[src/rtl/fft_peak_tracker.sv]
// fft_peak_tracker: streaming top-K spectral peak finder.
// Consumes one FFT magnitude per transfer with its bin index and keeps the
// NUM_PEAKS largest in-window bins in a magnitude-sorted register list.
// After frame end the list is drained slot 0..K-1 over an AXI-style stream.
// Optional feature: define FFT_PEAK_LOCAL_MAX_EN to accept only local maxima
// (adds a 2-sample delay line; drain then starts one cycle later).
//
// Handshake: a transfer happens on any rising clk edge where tvalid && tready
// are both high; the source holds data stable while tvalid && !tready.
module fft_peak_tracker #(
    parameter int MAG_W     = 32,
    parameter int IDX_W     = 10,
    parameter int FRAME_LEN = 1024,
    parameter int NUM_PEAKS = 2,
    parameter int MIN_BIN   = 1,
    parameter int MAX_BIN   = 511
) (
    input  logic             clk,
    input  logic             reset_n,
    input  logic             s_mag_tvalid,
    output logic             s_mag_tready,
    input  logic [MAG_W-1:0] s_mag_tdata,
    input  logic [IDX_W-1:0] s_mag_tuser,
    input  logic             s_mag_tlast,
    output logic             m_pk_tvalid,
    input  logic             m_pk_tready,
    output logic [MAG_W-1:0] m_pk_tdata,
    output logic [IDX_W-1:0] m_pk_tidx,
    output logic             m_pk_tlast,
    output logic             frame_err
);

    localparam int CNT_W = $clog2(FRAME_LEN + 1);
    localparam int PTR_W = (NUM_PEAKS > 1) ? $clog2(NUM_PEAKS) : 1;

    typedef enum logic [1:0] {IDLE, SCAN, DRAIN} state_t;

    state_t           state;
    logic [MAG_W-1:0] list_mag [NUM_PEAKS];
    logic [IDX_W-1:0] list_idx [NUM_PEAKS];
    logic [MAG_W-1:0] nxt_mag  [NUM_PEAKS];
    logic [IDX_W-1:0] nxt_idx  [NUM_PEAKS];
    logic [MAG_W-1:0] sh_mag   [NUM_PEAKS];
    logic [IDX_W-1:0] sh_idx   [NUM_PEAKS];
    logic [NUM_PEAKS-1:0] gt;
    logic [NUM_PEAKS-1:0] above;
    logic [CNT_W-1:0] count;
    logic [PTR_W-1:0] rd_ptr;
    logic             out_valid;
    logic             err_q;

    logic             in_xfer, out_xfer, at_len, frame_end, bad_len, last_slot, list_clr;
    logic [MAG_W-1:0] cand_mag;
    logic [IDX_W-1:0] cand_idx;
    logic             cand_en;

    function automatic logic in_window(input logic [IDX_W-1:0] idx);
        return (32'(idx) >= 32'(MIN_BIN)) && (32'(idx) <= 32'(MAX_BIN));
    endfunction

    assign s_mag_tready = (state != DRAIN);
    assign in_xfer      = s_mag_tvalid && s_mag_tready;
    assign out_xfer     = out_valid && m_pk_tready;
    assign at_len       = (count == CNT_W'(FRAME_LEN - 1));
    assign frame_end    = in_xfer && (s_mag_tlast || at_len);
    // Early tlast and missing tlast both show up as tlast disagreeing with the length.
    assign bad_len      = (s_mag_tlast != at_len);
    assign last_slot    = (rd_ptr == PTR_W'(NUM_PEAKS - 1));
    assign list_clr     = (state == DRAIN) && out_xfer && last_slot;

    assign m_pk_tvalid  = out_valid;
    assign m_pk_tdata   = out_valid ? list_mag[rd_ptr] : '0;
    assign m_pk_tidx    = out_valid ? list_idx[rd_ptr] : '0;
    assign m_pk_tlast   = out_valid && last_slot;
    assign frame_err    = err_q;

`ifdef FFT_PEAK_LOCAL_MAX_EN
    // d1 is the bin under evaluation, d0 its left neighbour; the incoming sample is the right one.
    logic [MAG_W-1:0] d1_mag, d0_mag, right_mag;
    logic [IDX_W-1:0] d1_idx;
    logic             d1_vld, flush;

    assign right_mag = flush ? '0 : s_mag_tdata;
    assign cand_mag  = d1_mag;
    assign cand_idx  = d1_idx;
    assign cand_en   = d1_vld && (in_xfer || flush) && (d1_mag > d0_mag) &&
                       (d1_mag >= right_mag) && in_window(d1_idx);
`else
    assign cand_mag  = s_mag_tdata;
    assign cand_idx  = s_mag_tuser;
    assign cand_en   = in_xfer && in_window(s_mag_tuser);
`endif

    // Sorted insert: the candidate lands at the first slot it strictly beats and
    // everything below shifts down. Empty slots hold 0, so zero magnitudes never enter.
    always_comb begin
        above[0]  = 1'b0;
        sh_mag[0] = '0;
        sh_idx[0] = '0;
        for (int i = 0; i < NUM_PEAKS; i++) gt[i] = (cand_mag > list_mag[i]);
        for (int i = 1; i < NUM_PEAKS; i++) begin
            above[i]  = gt[i-1];
            sh_mag[i] = list_mag[i-1];
            sh_idx[i] = list_idx[i-1];
        end
        for (int i = 0; i < NUM_PEAKS; i++) begin
            if (list_clr) begin
                nxt_mag[i] = '0;
                nxt_idx[i] = '0;
            end else if (cand_en && gt[i]) begin
                nxt_mag[i] = above[i] ? sh_mag[i] : cand_mag;
                nxt_idx[i] = above[i] ? sh_idx[i] : cand_idx;
            end else begin
                nxt_mag[i] = list_mag[i];
                nxt_idx[i] = list_idx[i];
            end
        end
    end

    // Control FSM, sample counter, peak list and output registers.
    always_ff @(posedge clk or negedge reset_n) begin
        if (!reset_n) begin
            state     <= IDLE;
            count     <= '0;
            rd_ptr    <= '0;
            out_valid <= 1'b0;
            err_q     <= 1'b0;
            for (int i = 0; i < NUM_PEAKS; i++) begin
                list_mag[i] <= '0;
                list_idx[i] <= '0;
            end
`ifdef FFT_PEAK_LOCAL_MAX_EN
            d1_mag <= '0;
            d0_mag <= '0;
            d1_idx <= '0;
            d1_vld <= 1'b0;
            flush  <= 1'b0;
`endif
        end else begin
            err_q <= 1'b0;
            for (int i = 0; i < NUM_PEAKS; i++) begin
                list_mag[i] <= nxt_mag[i];
                list_idx[i] <= nxt_idx[i];
            end
            case (state)
                IDLE, SCAN: begin
                    if (in_xfer) begin
                        state <= SCAN;
                        if (count < CNT_W'(FRAME_LEN)) count <= count + CNT_W'(1);
`ifdef FFT_PEAK_LOCAL_MAX_EN
                        d0_mag <= d1_mag;
                        d1_mag <= s_mag_tdata;
                        d1_idx <= s_mag_tuser;
                        d1_vld <= 1'b1;
`endif
                        if (frame_end) begin
                            state  <= DRAIN;
                            count  <= '0;
                            rd_ptr <= '0;
                            err_q  <= bad_len;
`ifdef FFT_PEAK_LOCAL_MAX_EN
                            flush  <= 1'b1;
`else
                            out_valid <= 1'b1;
`endif
                        end
                    end
                end
                DRAIN: begin
`ifdef FFT_PEAK_LOCAL_MAX_EN
                    // Last bin was evaluated this cycle against a zero right neighbour.
                    if (flush) begin
                        flush     <= 1'b0;
                        out_valid <= 1'b1;
                        d1_mag    <= '0;
                        d0_mag    <= '0;
                        d1_idx    <= '0;
                        d1_vld    <= 1'b0;
                    end
`endif
                    if (out_xfer) begin
                        if (last_slot) begin
                            out_valid <= 1'b0;
                            state     <= IDLE;
                            rd_ptr    <= '0;
                        end else begin
                            rd_ptr <= rd_ptr + PTR_W'(1);
                        end
                    end
                end
                default: state <= IDLE;
            endcase
        end
    end

endmodule
[config.mk]
export PLATFORM = sky130hd
export DESIGN_NAME = fft_peak_tracker
export DESIGN_NICKNAME = d
export VERILOG_FILES = /design/src/rtl/fft_peak_tracker.sv
export SDC_FILE = /design/constraint.sdc
export NUM_CORES = 1
export LEC_CHECK = 0
export CAP_MARGIN = 15
export CORE_UTILIZATION = 50
export DETAILED_ROUTE_END_ITERATION = 6
export GPL_ROUTABILITY_DRIVEN = 0
export PLACE_DENSITY_LB_ADDON = 0.12
export SKIP_CTS_REPAIR_TIMING = 1
export SLEW_MARGIN = 20
export SYNTH_ARGS = -nofsm -noshare
export SYNTH_HDL_FRONTEND = slang
export SYNTH_SLANG_ARGS = --single-unit
[constraint.sdc]
create_clock -name clk -period 3.6 [get_ports clk]
set_clock_uncertainty 0.2 [all_clocks]
set_input_delay 0.9 -clock clk [delete_from_list [all_inputs] [get_ports clk]]
set_output_delay 0.9 -clock clk [all_outputs]
set_load 0.005 [all_outputs]
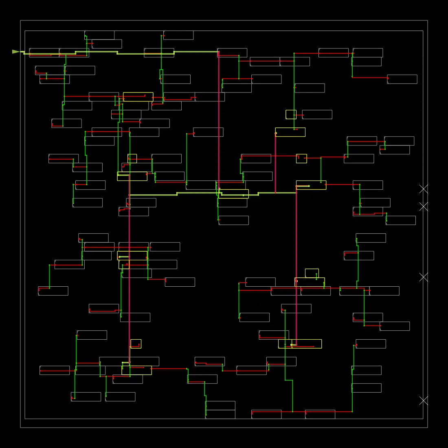
*Clock wiring as the flow saved it, run 1*
total CTS buffers: 9
clk ins delay skew pair: 0.36 ns
seq_cells: 100

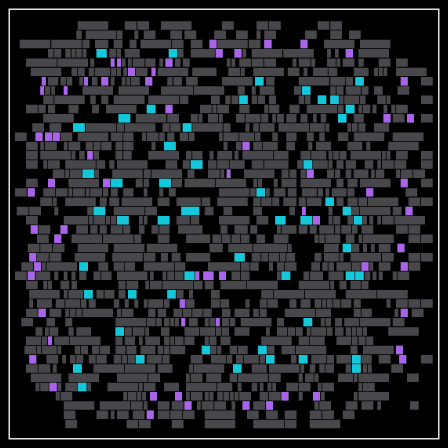
*Logic cells by family, run 1*
| family | color | cells | where |
|---|---|---|---|
| nor cells | purple | 66 | spread over the die |
| non-inverting ao/oa cells | cyan | 52 | spread over the die |
most used logic cell in the final layout: inv_1
final non-filler cell total: 1175

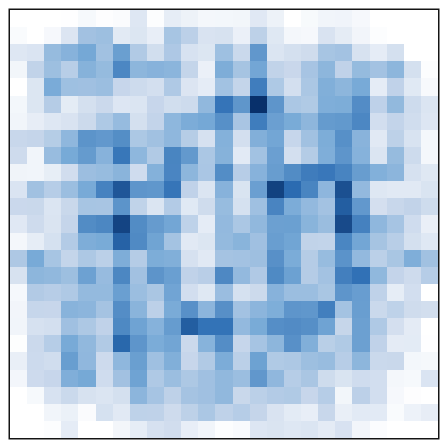
*Wire density map, run 1*
The die is cut into 25 by 25 equal tiles; white is low, dark blue is high, scaled to the fullest tile. Values are wire area over tile area, all layers added.
nearly empty tiles: 6.2%
fullest tile: 0.65
mean over tiles: 0.21
tiles over half the peak: 18%
DR vias: 6905
All-Layer GR Usage: 27.43%

==> deck_impl_summary.md, run 1 <==
Synthesis and Place & Route Summary

GRT
  • GR Util met3: 3.509%
  • Number of global-route vias before repair: 6958
  • Largest net degree at the start of global routing: 86
  • Met2 Resource Use GR: 46.60%
  • M1 GR Usage: 36.07%
  • Overflow after GRT: 0
  • First-pass GRT wire length: 34.90 mm
  • GRT busiest layer: met2
  • Initial antenna violation count: 0

Timing
  • Worst hold margin: 0.2795 ns
  • Max-slew violations: 0
  • Clock period minus worst slack: 3.441 ns
  • Final period utilization: 95.58%
  • Final setup viols: 0
  • Worst-Margin Slew: 0.5167 ns
  • Setup ws final: 0.1591 ns
  • Hold Vio Cnt, Final: 0
  • Worst rel slew slack: 65.44%
  • Fmax: 0.2906 GHz
  • Setup TNS: 0 ns

Synthesis
  • XOR/XNOR Fraction of Synth Area: 0.3440%
  • Area share of the largest cell type after synthesis: 32.76%
  • Post-synth ARST share: 100.0%
  • Flops & latches, synth: 100
  • Post-synth EDFFs: 0
  • Synth Instances: 879
  • Area reported by Yosys stat: 7639 um^2
  • Yosys simple share: 17.87%
  • Commonest flop: dfrtp_1
  • AO/OA Area Share: 17.89%
  • Syn nets: 992
  • Top-count cell post-synth: inv_1
  • Synth top cells by count: inv_1, dfrtp_1, mux2i_1
  • Area of the mapped netlist: 7639 um^2
  • MUX share of area: 11.30%
  • Syn avg cell area: 8.690 um^2
  • Synth Seq Share: 32.76%
  • Top cell type by total area after synthesis: dfrtp_1
  • Yosys cell count: 879
  • Adder Area Share: 10.81%
  • Largest cells by area: dfrtp_1, mux2i_1, ha_1
  • Synth warn: 0
  • Distinct lib cells: 44
  • Top logic family: AND-OR/OR-AND gates

Setup path
  • Buffers & Inverters on Critical Path: 2
  • CP Class: input port to flop
  • Crit path max fanout: 11
  • Slowest CP cell: or4_1
  • Cell family contributing the most delay on the critical path: simple AND/OR/NAND/NOR gates
  • Worst setup path end: list_idx[19]
  • Element type at the critical path end: flop
  • Critical path, cell by cell: clkdlybuf4s50_1, ha_1, nand4_1, or4_1, nor2b_2, o41ai_4, a21o_4, buf_12, and3_1
  • WP data arrival: 3.49 ns
  • CP Launch Type: input port
  • Reg2Reg Setup Slack: 0.75 ns
  • Worst Setup SP: s_mag_tdata[26]
  • Max stage delay on crit path: 0.60 ns
  • Reg-to-Reg Start: count[5]
  • CP Depth: 9
  • CP required: 3.65 ns
  • Worst r2r path cells: 11
  • R2r endpoint: count[7]

Pwr
  • Power per Cell Area: 780.9 nW/um^2
  • LEAKAGE: 4.642 nW
  • Worst VDD drop: 0.0003730 V
  • Pwr Total: 7.431 mW

Run
  • Max-Cap Viols: 0
  • Count of tool warnings: 26

Detailed routing
  • Iter 0 DRT Violations: 434
  • First-pass iteration count of the detailed router: 7
  • DR WL/cell: 17.71 um
  • DRC violations left: 4
  • Vias per inst: 5.877
  • Antenna viol nets, final: 0
  • DRT Wirelength: 20.81 mm

Floorplanning
  • FP Util: 51.97%
  • Core area: 14700 um^2
  • Die Y: 125.6 um
  • Die Area: 15780 um^2
  • Ports: 93
  • Die X: 125.6 um
  • Row cnt: 44

Place
  • DP Wirelength: 14.76 mm
  • Placed cell areas: 9164 um^2
  • Placed insts: 1158
  • Buffers on Ports: 92
  • Pre-CTS WS: -0.3272 ns

CTS
  • CTS clock-pin slew for the worst setup and hold paths: 0.08 ns
  • Clock sinks: 100
  • Clk root buf: clkbuf_16
  • H-tree levels: 3
  • CTS max path bufs: 2
  • CTS tree: built

Layout
  • Nets: 1099
  • Post-route cell area: 9515 um^2
  • Area Growth Syn to Fin: 24.57%
  • FILL cells: 1214
  • Utilization after layout: 64.73%
  • # diodes: 0
  • Layout cell share with drive strength beyond 1: 10.80%

Status
  • Violated checks: DRC
  • Status: finished with violations

Min path
  • Hold path startpoint: state[1]
  • HP Class: flop to flop
  • Hold worst-path end: state[0]
  • Hold path depth: 1
[run 1: flip-flops by register name (all words and copies together) (netlist names)]
name,count
m_pk_tvalid,1
count,11
list_idx,20
state,2
list_mag,64
frame_err,1
last_slot,1
[run 1: cell type report]
cell class / count / area (um^2) / share of cell area [%]
Multi-Input combinational cell: 606 / 4512 / 47.42
Clock inverter: 7 / 65.06 / 0.6838
Tap cell: 184 / 230.2 / 2.419
Inverter: 108 / 405.4 / 4.260
Clock buffer: 9 / 225.2 / 2.367
Sequential cell: 100 / 2504 / 26.31
Timing Repair Buffer: 161 / 1574 / 16.54
[run 1: cell usage in the layout (no fill, tap or decap), types with 2 or more instances in the layout]
cell type	count
a21oi_1	31
or4_1	2
nand2_1	68
inv_8	2
a21bo_2	10
and2_1	44
dfrtp_1	99
o211ai_1	2
a21boi_0	2
a21o_1	34
nand3b_1	2
nand4_1	16
or3_1	4
o21ai_0	12
and3_1	2
nor2b_1	46
inv_6	3
a31oi_1	41
inv_1	108
ha_1	66
xor2_1	3
nand3_1	52
o21a_1	2
buf_4	58
mux2i_1	84
clkbuf_16	10
buf_6	2
a22o_1	2
nor4_1	4
nor2_1	13
clkdlybuf4s50_1	91
buf_12	9
nor3_1	2
a221oi_1	43
[run 1: power by group]
| group | total (mW) | switching (mW) | leakage (nW) | internal [mW] |
|---|---|---|---|---|
| sequential | 2.02 | 0.403 | 1.24 | 1.61 |
| clock | 0.974 | 0.486 | 0.141 | 0.488 |
| combinational | 4.44 | 2.18 | 3.26 | 2.26 |
| total | 7.43 | 3.07 | 4.64 | 4.36 |
[run 1: routing by layer]
layer,vias up,share of wire [%]
li1,3308,-
met4,0,1.6
met5,-,0
met1,3346,45
met3,35,4.9
met2,216,49
### Pin map, run 1

Scale bar: 50 um. Pins as bars across the die edge, other pins in gray.
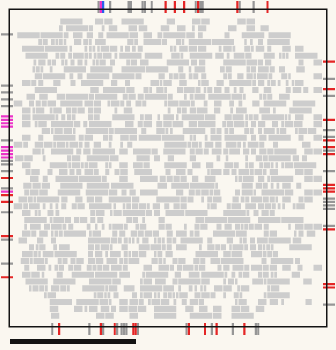

==> run 2: changes to the inputs <==
==> constraint.sdc (replaced) <==
create_clock -name clk -period 4.4 [get_ports clk]
set_clock_uncertainty 0.2 [all_clocks]
set_input_delay 1.1 -clock clk [delete_from_list [all_inputs] [get_ports clk]]
set_output_delay 1.1 -clock clk [all_outputs]
set_load 0.005 [all_outputs]
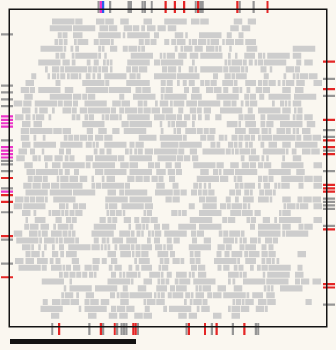
*Pin map, run 2*
Scale bar: 50 um. Pins as bars across the die edge, other pins in gray.
| port | color | pins | direction | edge |
|---|---|---|---|---|
| m_pk_tdata | red | 32 | output | 12 right, 9 bottom, 6 top, 5 left |
| s_mag_tuser | magenta | 10 | input | 9 left, 1 top |
| s_mag_tvalid | blue | 1 | input | top |
Die X: 125.6 um
Buffers on Ports: 92
Die Y: 125.6 um

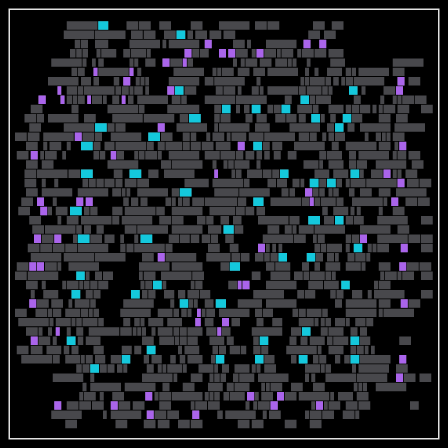
*Logic cells by family, run 2*
| family | color | cells |
|---|---|---|
| non-inverting ao/oa cells | cyan | 52 |
| nor cells | purple | 66 |
final non-filler cell total: 1136
logic share of the area: 49.30%

==> deck_impl_summary.md, run 2 <==
Synthesis and Place & Route Summary

Setup path
  • Element type at the critical path end: flop (unchanged)
  • Slowest CP cell: or4_1 (unchanged)
  • Worst Setup SP: s_mag_tdata[15] (was s_mag_tdata[26])
  • WP data arrival: 3.91 ns (was 3.49 ns)
  • CP Launch Type: input port (unchanged)
  • Buffers & Inverters on Critical Path: 2 (unchanged)
  • Critical path, cell by cell: clkdlybuf4s50_1, ha_1, nand4_1, or4_1, nor2b_1, o41ai_2, a21o_2, buf_4, mux2i_1 (was clkdlybuf4s50_1, ha_1, nand4_1, or4_1, nor2b_2, o41ai_4, a21o_4, buf_12, and3_1)
  • CP Class: input port to flop (unchanged)
  • Reg2Reg Setup Slack: 1.43 ns (was 0.75 ns)
  • Cell family contributing the most delay on the critical path: simple AND/OR/NAND/NOR gates (unchanged)
  • Reg-to-Reg Start: list_mag[46] (was count[5])
  • CP required: 4.47 ns (was 3.65 ns)
  • Crit path max fanout: 10 (was 11)
  • Max stage delay on crit path: 0.61 ns (was 0.60 ns)

Floorplanning
  • Row cnt: 44 (unchanged)
  • FP Util: 51.97% (unchanged)
  • Ports: 93 (unchanged)
  • Core area: 14700 um^2 (unchanged)
  • Die Area: 15780 um^2 (unchanged)

Pwr
  • LEAKAGE: 4.409 nW (was 4.642 nW)
  • Worst VDD drop: 0.0003438 V (was 0.0003730 V)
  • Clock Power Share: 13.0% (was 13.1%)
  • Switching Share: 41.38% (was 41.27%)
  • P_int: 3.453 mW (was 4.364 mW)
  • Power Combinational: 3.48 mW (was 4.44 mW)
  • Total sequential power: 1.65 mW (was 2.02 mW)
  • Main power-consuming group: combinational logic (unchanged)
  • Clk. pwr: 767 uW (was 974 uW)
  • Seq pwr share: 28.0% (was 27.1%)
  • Psw: 2.438 mW (was 3.067 mW)
  • Comb power frac: 59.0% (was 59.8%)
  • Power per Cell Area: 647.8 nW/um^2 (was 780.9 nW/um^2)

Detailed routing
  • DR vias: 6807 (was 6905)
  • Iter 0 DRT Violations: 498 (was 434)
  • DRC violations left: 4 (unchanged)
  • Vias per inst: 5.992 (was 5.877)
  • Antenna viol nets, final: 0 (unchanged)
  • DR WL/cell: 18.10 um (was 17.71 um)
  • DRT Wirelength: 20.57 mm (was 20.81 mm)

Synthesis
  • Top cell type by total area after synthesis: dfrtp_1 (unchanged)
  • Commonest flop: dfrtp_1 (unchanged)
  • Area of the mapped netlist: 7639 um^2 (unchanged)
  • Largest cells by area: dfrtp_1, mux2i_1, ha_1 (unchanged)
  • Area share of the largest cell type after synthesis: 32.76% (unchanged)
  • Post-synth EDFFs: 0 (unchanged)
  • Synth warn: 0 (unchanged)
  • Syn nets: 992 (unchanged)
  • Synth top cells by count: inv_1, dfrtp_1, mux2i_1 (unchanged)
  • Post-synth ARST share: 100.0% (unchanged)
  • Distinct lib cells: 44 (unchanged)
  • Synth Instances: 879 (unchanged)
  • Flops & latches, synth: 100 (unchanged)
  • Top-count cell post-synth: inv_1 (unchanged)
  • Synth Seq Share: 32.76% (unchanged)
  • Area reported by Yosys stat: 7639 um^2 (unchanged)
  • Yosys cell count: 879 (unchanged)

CTS
  • Clk ins delay skew pair: 0.35 ns (was 0.36 ns)
  • CTS max path bufs: 2 (unchanged)
  • Clock sinks: 100 (unchanged)
  • CTS tree: built (unchanged)
  • Clk root buf: clkbuf_16 (unchanged)
  • Total CTS buffers: 9 (unchanged)
  • CTS clock-pin slew for the worst setup and hold paths: 0.07 ns (was 0.08 ns)
  • H-tree levels: 3 (unchanged)

Min path
  • HP Class: flop to flop (unchanged)
  • Hold path startpoint: state[1] (unchanged)

Timing
  • Max-slew violations: 0 (unchanged)
  • Worst hold margin: 0.2613 ns (was 0.2795 ns)
  • Worst rel slew slack: 41.98% (was 65.44%)
  • Worst-Margin Slew: 0.8704 ns (was 0.5167 ns)
  • Final period utilization: 87.31%
  • Fmax: 0.2603 GHz
  • Hold Vio Cnt, Final: 0 (unchanged)
  • Setup TNS: 0 ns (unchanged)
  • Final setup viols: 0 (unchanged)
  • Clock period minus worst slack: 3.842 ns

Layout
  • Utilization after layout: 61.87% (was 64.73%)
  • Layout cell share with drive strength beyond 1: 6.618% (was 10.80%)
  • Most instantiated logic cells after routing: inv_1, dfrtp_1, clkdlybuf4s50_1, mux2i_1, nand2_1 (unchanged)
  • Most used logic cell in the final layout: inv_1 (unchanged)
  • Max reg flops: 64 (unchanged)
  • Area Growth Syn to Fin: 19.05% (was 24.57%)
  • # diodes: 0 (unchanged)
  • Nets: 1060 (was 1099)
  • Largest register by flop count: list_mag (unchanged)
  • Largest registers: list_mag: 64 flops, list_idx: 20 flops, count: 11 flops (unchanged)

Run
  • Max-Cap Viols: 0 (unchanged)
  • Count of tool warnings: 26 (unchanged)

GRT
  • Number of global-route vias before repair: 6897 (was 6958)
  • Largest net degree at the start of global routing: 86 (unchanged)
  • First-pass GRT wire length: 34.83 mm (was 34.90 mm)
  • Overflow after GRT: 0 (unchanged)
  • Initial antenna violation count: 0 (unchanged)
  • All-Layer GR Usage: 27.49% (was 27.43%)

Place
  • DP Wirelength: 14.26 mm (was 14.76 mm)

Status
  • Violated checks: DRC (unchanged)
  • Status: finished with violations (unchanged)
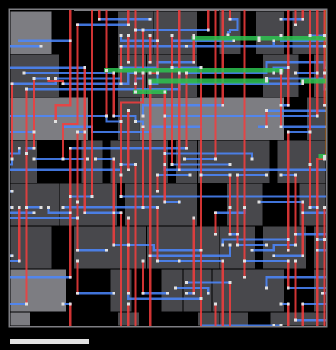
*A small window of the routed layout, run 2*
Scale bar: 5 um. Window x 53 to 73, y 78 to 98 um. Cells in gray, sequential cells in the stronger gray; small squares are vias.
| layer | color |
|---|---|
| M1 | blue |
| M4 | orange |
| M2 | red |
| M3 | green |
cells with their middle in the window: 32
most frequent: ha_1 (6), inv_1 (5)
netlist names of flops here include: list_mag (2)
sequential cells in the window: 2

## run 2: cell counts after synthesis
Identical to the previous run, type by type.
## run 2: through the flow
| stage | instance area (um^2) | cells | total power, mW | worst slack (ns) |
|---|---|---|---|---|
| 2_1_floorplan | 7639 | 879 | 3.801 | 1.046 |
| 3_3_place_gp | 8816 | 1120 | 4.987 | 0.2351 |
| 3_5_place_dp | 8816 | 1120 | 5.126 | 0.1919 |
| 4_1_cts | 9094 | 1136 | 5.919 | 0.5579 |
| 5_1_grt | 9094 | 1136 | 6.394 | 0.4220 |
| 6_report | 9094 | 1136 | 5.891 | 0.5584 |
## run 2: area by class of cell
cell class | count | area (um^2)
Multi-Input combinational cell | 606 | 4483
Clock buffer | 12 | 246.5
Inverter | 108 | 405.4
Tap cell | 184 | 230.2
Clock inverter | 4 | 31.28
Timing Repair Buffer | 122 | 1194
Fill cell | 1222 | 5605
Sequential cell | 100 | 2504
## run 2: final timing paths
| kind | depth (start not counted) | to |
|---|---|---|
| setup / recovery | 9 | list_mag[35] |
| max in group asynchronous | 2 | last_slot |
| hold reg to reg | 1 | state[0] |
| hold / removal | 1 | state[0] |
| min in group asynchronous | 1 | list_mag[48] |
| setup reg to reg | 9 | list_mag[35] |
## run 2: kinds of logic after synthesis
kind of cell	count (synthesis)	synth area share, %
AND/OR/NAND/NOR	260	17.87
XOR/XNOR	3	0.3440
buffers and inverters	173	9.026
AND-OR/OR-AND	191	17.89
multiplexers	86	11.30
adder cells (fa/ha/maj)	66	10.81
flip-flops	100	32.76
## run 2: per-layer routing
metal / vias to the layer above / routed length, um / GRT usage [%]
li1: 3227 / - / -
met1: 3339 / 9179 / 36.68
met2: 217 / 10060 / 46.60
met3: 24 / 1088 / 4.536
met4: 0 / 239 / 6.241
met5: - / 0 / 0
Power is estimated from default activity; no workload was simulated.
